==> images/wires.png <==
(2 px per um)
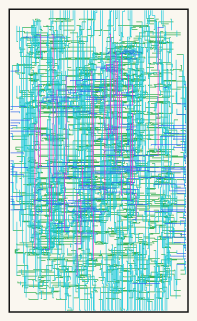
==> images/cell_density.png <==
(3 px per um) The die is cut into 9 by 15 equal tiles; black is low, pale yellow is high, 0 to 100% covered.
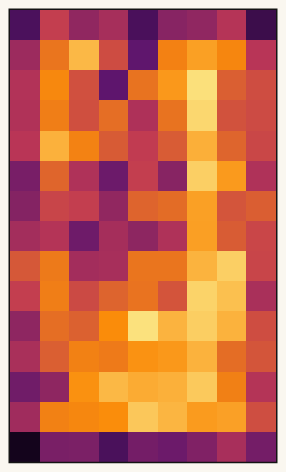
==> images/clocks.png <==
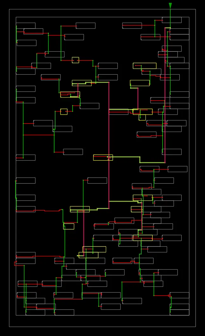
==> images/placement_by_type.png <==
(2 px per um)
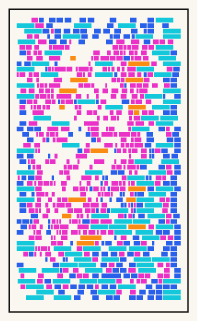
==> images/io_placement.png <==
(3 px per um) Pins as bars across the die edge, other pins in grey.
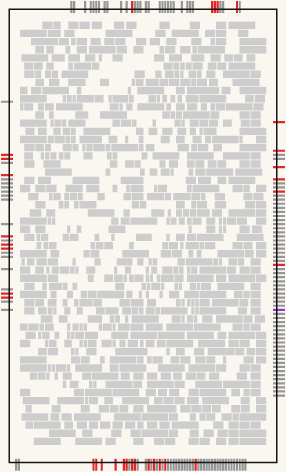
<file path="src/rtl/fetch_unit.sv">
// Instruction fetch stage: PC register, IF/ID pipeline register and a RUN/HALT controller.
// Define FETCH_PERF_EN to add the fetch_count / stall_count performance counters.
module fetch_unit (
  input  logic        clk,
  input  logic        rst,
  input  logic        freeze,
  input  logic        branch_taken,
  input  logic [31:0] branch_addr,
  output logic [31:0] inst_addr,
  input  logic [31:0] inst_in,
  output logic [31:0] pc_out,
  output logic [31:0] inst_out,
  output logic        valid_out,
  output logic        halted
`ifdef FETCH_PERF_EN
  ,
  output logic [31:0] fetch_count,
  output logic [31:0] stall_count
`endif
);

  localparam logic [31:0] HALT_WORD = 32'hEAFF_FFFF;

  typedef enum logic {
    RUN,
    HALT
  } state_t;

  state_t      state, state_next;
  logic [31:0] pc, pc_next;
  logic [31:0] pc_out_next, inst_out_next;
  logic        valid_next;
  logic        fetch_load;
  logic [31:0] pc_plus4;
  logic [31:0] target;

  assign pc_plus4  = pc + 32'd4;
  assign target    = branch_addr & 32'hFFFF_FFFC;
  assign inst_addr = pc;
  assign halted    = (state == HALT);

  always_ff @(posedge clk or posedge rst) begin
    if (rst) begin
      state     <= RUN;
      pc        <= 32'd0;
      pc_out    <= 32'd0;
      inst_out  <= 32'd0;
      valid_out <= 1'b0;
    end else begin
      state     <= state_next;
      pc        <= pc_next;
      pc_out    <= pc_out_next;
      inst_out  <= inst_out_next;
      valid_out <= valid_next;
    end
  end

  // Priority in both states: branch redirect, then freeze, then normal progress.
  always_comb begin
    state_next    = state;
    pc_next       = pc;
    pc_out_next   = pc_out;
    inst_out_next = inst_out;
    valid_next    = valid_out;
    fetch_load    = 1'b0;

    unique case (state)
      RUN: begin
        if (branch_taken) begin
          pc_next       = target;
          pc_out_next   = 32'd0;
          inst_out_next = 32'd0;
          valid_next    = 1'b0;
        end else if (!freeze) begin
          fetch_load    = 1'b1;
          pc_out_next   = pc_plus4;
          inst_out_next = inst_in;
          valid_next    = 1'b1;
          if (inst_in == HALT_WORD) begin
            state_next = HALT;
          end else begin
            pc_next = pc_plus4;
          end
        end
      end
      HALT: begin
        if (branch_taken) begin
          pc_out_next   = 32'd0;
          inst_out_next = 32'd0;
          valid_next    = 1'b0;
          if (target != pc) begin
            pc_next    = target;
            state_next = RUN;
          end
        end else if (!freeze) begin
          pc_out_next   = 32'd0;
          inst_out_next = 32'd0;
          valid_next    = 1'b0;
        end
      end
      default: begin
        state_next = RUN;
      end
    endcase
  end

`ifdef FETCH_PERF_EN
  // A stall cycle is any freeze that is not overridden by a branch, in either state.
  always_ff @(posedge clk or posedge rst) begin
    if (rst) begin
      fetch_count <= 32'd0;
      stall_count <= 32'd0;
    end else begin
      if (fetch_load) begin
        fetch_count <= fetch_count + 32'd1;
      end
      if (freeze && !branch_taken) begin
        stall_count <= stall_count + 32'd1;
      end
    end
  end
`else
  logic unused_fetch_load;
  assign unused_fetch_load = fetch_load;
`endif

endmodule

</file>
<file path="config.mk">
export PLATFORM = sky130hd
export DESIGN_NAME = fetch_unit
export DESIGN_NICKNAME = d
export VERILOG_FILES = /design/src/rtl/fetch_unit.sv
export SDC_FILE = /design/constraint.sdc
export NUM_CORES = 1
export LEC_CHECK = 0
export CAP_MARGIN = 20
export CORE_ASPECT_RATIO = 1.75
export CORE_MARGIN = 3
export CORE_UTILIZATION = 49
export DETAILED_ROUTE_END_ITERATION = 8
export GPL_TIMING_DRIVEN = 0
export PLACE_DENSITY = 0.82
export SYNTH_ARGS = -nofsm -noshare
export SYNTH_HDL_FRONTEND = slang
export SYNTH_SLANG_ARGS = --single-unit
</file>
<file path="constraint.sdc">
create_clock -name clk -period 3.7 [get_ports clk]
set_input_delay 0.925 -clock clk [delete_from_list [all_inputs] [get_ports clk]]
set_output_delay 0.925 -clock clk [all_outputs]
set_load 0.005 [all_outputs]
</file>
==> reports/README.md <==
| Metric | Reported | Unit |
| --- | --- | --- |
| Outcome | finished clean | - |
| Measured slew at the worst slew-check pin | 0.821 | ns |
| Final Net Count | 813 | - |
| Logic area | 0.00308 | mm^2 |
| Biggest cell delay along the critical path | 0.65 | ns |
| Final cell count without fillers | 884 | - |
| Number of global-route vias before repair | 5,705 | - |
| Top achievable clock speed | 0.304 | GHz |
| Crit path setup slack, layout | 0.415 | ns |
| Worst vdd rail ir drop | 0.265 | mV |
| Tightest hold margin | 0.491 | ns |
| Clock transition at the register clock pins on the worst setup and hold paths after CTS | 0.07 | ns |
| Final wirelength | 22.1 | mm |
| First-pass GRT wire length | 33.0 | mm |
| Clk Tree Root Cell | sky130_fd_sc_hd__clkbuf_16 | - |
| Class of the worst hold path | reg2reg | - |
| Time the final worst path needs with I/O delays and setup | 3.29 | ns |
| I/O pin total | 166 | - |
| Total grt overflow | 0 | - |
| Starting DRC count in detailed routing | 386 | - |
| Placed Instances | 868 | - |
| Leakage power | 3.21 | nW |
| Number of warnings reported in the yosys synthesis log | 0 | - |
| Remaining max-slew budget at the tightest pin | 0.452 | - |
| Final sum of negative setup slack | 0 | ns |
| Count of cell types in the netlist | 55 | - |
| Global placer's final weighted congestion | 0.965 | - |
| Capturing point of the worst reg2reg path | inst_addr[23]$_DFFE_PP0P_ | - |
| Synthesized registers | 95 | - |
| Area of the synthesized netlist per yosys stat | 0.00586 | mm^2 |
| Crit path launch type | input port | - |
| Yosys Instances | 570 | - |
| CTS buffer count | 9 | - |
| Area growth from synthesis to final layout | 36.8 | % |
| Final Max-Slew Violation Tally | 0 | - |
| Number of buffers on the longest clock path | 2 | - |
| Number of flops mapped to enable cells by yosys | 0 | - |
| Number of antenna diodes | 0 | - |
| Share of cells above drive strength 1 | 0.151 | - |
| Post-Syn Area | 0.00586 | mm^2 |
| Worst R2R Setup Slack | 1.03 | ns |
| Flip-flop cell with the highest count after synthesis | sky130_fd_sc_hd__dfrtp_1 | - |
| Number of hold buffers added after cts | 0 | - |
| Stage-log warning count | 28 | - |
| Residual DRC count | 0 | - |
| R2R depth | 7 | - |
| Pin count of the biggest net entering global routing | 52 | - |
| Critical path class | in2reg | - |
| Data required time at the worst endpoint | 3.92 | ns |
| Startpoint of the tightest hold check path | pc_out[29]$_DFFE_PP0P_ | - |
| Worst slack, placed | 0.105 | ns |
| Power Total | 3.29 | mW |
| Total area of sequential cells | 0.00238 | mm^2 |
-- wires.png (at the start) --
- cyan: metal 2 (wire length 11,900 um)
- magenta: metal 4 (wire length 1,110 um)
- blue: metal 3 (wire length 1,260 um)
- green: metal 1 (wire length 7,830 um)
via total after detailed routing: 5,624
total track usage: 0.335

-- cell_density.png (at the start) --
- tiles over 75% full: 24%
- fullest tile: 94%
- mean over tiles: 59%
core utilization before placement: 0.503
final cell utilization of the core: 0.688
Core Area: 0.0116 mm^2

-- clocks.png (at the start) --
CTS sink count: 95
final setup skew: 0.0123 ns
Flop Count: 95
later-pin clock latency in the skew report: 0.36 ns

-- placement_by_type.png (at the start) --
- cyan: flops (cells 95; share of their area 30%)
- orange: clock drivers and dummy loads (cells 16; share of their area 4.3%)
- blue: other buffers and delay cells (cells 232; share of their area 26%)
- magenta: combinational and other logic (cells 406; share of their area 40%)
final standard cell area without fillers: 0.00801 mm^2
Cell Rows: 52

-- io_placement.png (at the start) --
- red: pc_out (pins 32; direction output; edge 13 bottom, 8 left, 6 right, 5 top)
- purple: branch_taken (pins 1; direction input; edge right)
Die X: 88.6 um
quantity of I/O buffers inserted on ports: 161
vertical die size: 151 um

## logic make-up (layout without fill, tap and decap cells)
family          Yosys count  count (layout)  synth area share
simple gates            174             174             0.182
fa+ha+maj                 1               1           0.00214
mux                       1               1           0.00192
flops                    95              95             0.406
buf+inv                  79             257            0.0682
xor+xnor                 58              58             0.102
compound gates          161             161             0.237
other cells               1               2          0.000640
## critical path, delay by kind of cell
| family | cells | cell delay (ns) |
|---|---|---|
| simple gates | 2 | 0.74 |
| compound gates | 3 | 0.92 |
| buf+inv | 2 | 0.91 |
## synthesized netlist by cell type (all sizes together) (8+ instances only)
cell type	n	area [um^2]
xnor2	49	519
inv	9	33.8
nand2	28	105
o22ai	11	75.1
a211oi	17	208
clkbuf	30	113
nand4	19	138
a22o	66	578
nor2	22	82.6
a32oi	8	70.1
nand3	32	160
buf	40	253
nor3	25	210
xor2	9	78.8
dfrtp	95	2380
and3	8	50.1
o31ai	15	113
## where the power goes
| part | total (mW) | leakage (nW) | internal [mW] | switching (mW) |
|---|---|---|---|---|
| sequential | 1.22 | 1.21 | 1.14 | 0.0797 |
| combinational | 0.997 | 1.83 | 0.504 | 0.492 |
| clock | 1.07 | 0.167 | 0.636 | 0.436 |
| total | 3.29 | 3.21 | 2.28 | 1.01 |
## cell usage in the layout (no fill, tap or decap), types with 6 or more instances in the layout
master and count:
sky130_fd_sc_hd__o32ai_1 6, sky130_fd_sc_hd__o21ai_0 7, sky130_fd_sc_hd__nand2_1 28, sky130_fd_sc_hd__inv_1 8
sky130_fd_sc_hd__xnor2_1 37, sky130_fd_sc_hd__nor2b_1 6, sky130_fd_sc_hd__a32oi_1 8, sky130_fd_sc_hd__nor3_1 8
sky130_fd_sc_hd__buf_4 10, sky130_fd_sc_hd__clkdlybuf4s50_1 161, sky130_fd_sc_hd__buf_2 22, sky130_fd_sc_hd__clkbuf_16 9
sky130_fd_sc_hd__o31ai_1 15, sky130_fd_sc_hd__nor3_2 17, sky130_fd_sc_hd__nand4_1 16, sky130_fd_sc_hd__dfrtp_1 95
sky130_fd_sc_hd__nand3_1 32, sky130_fd_sc_hd__nor2_1 22, sky130_fd_sc_hd__a22o_1 66, sky130_fd_sc_hd__clkbuf_1 30
sky130_fd_sc_hd__o211ai_1 7, sky130_fd_sc_hd__o22ai_1 10, sky130_fd_sc_hd__and4_1 6, sky130_fd_sc_hd__xnor2_2 12
sky130_fd_sc_hd__xor2_1 9, sky130_fd_sc_hd__a211oi_2 16, sky130_fd_sc_hd__and3_1 8, sky130_fd_sc_hd__or3_1 7
sky130_fd_sc_hd__a21oi_1 7
## metal layers
metal  vias up  wire, um  GRT usage  part of all wire
li1       2490         -          -                 -
met1      2768      7830      0.366              0.35
met2       291     11900      0.609              0.54
met3        75      1260     0.0482             0.057
met4         0      1110      0.170             0.050
met5         -         0          0                 0
## cell type report
class,count,share of cell area
repair buffers,162,0.205
well taps,135,0.0211
flip-flops and latches,95,0.297
clock inverters,5,0.0108
inverters,9,0.00453
multi-input cells,397,0.385
plain buffers,70,0.0456
clock buffers,11,0.0316
## flip-flops by register name, summed over array words and instances, names as in the netlist
register,cells
inst_out,32
pc_out,31
inst_addr,30
halted,1
valid_out,1
No activity file was given, so power comes from the tool's default toggle rates.
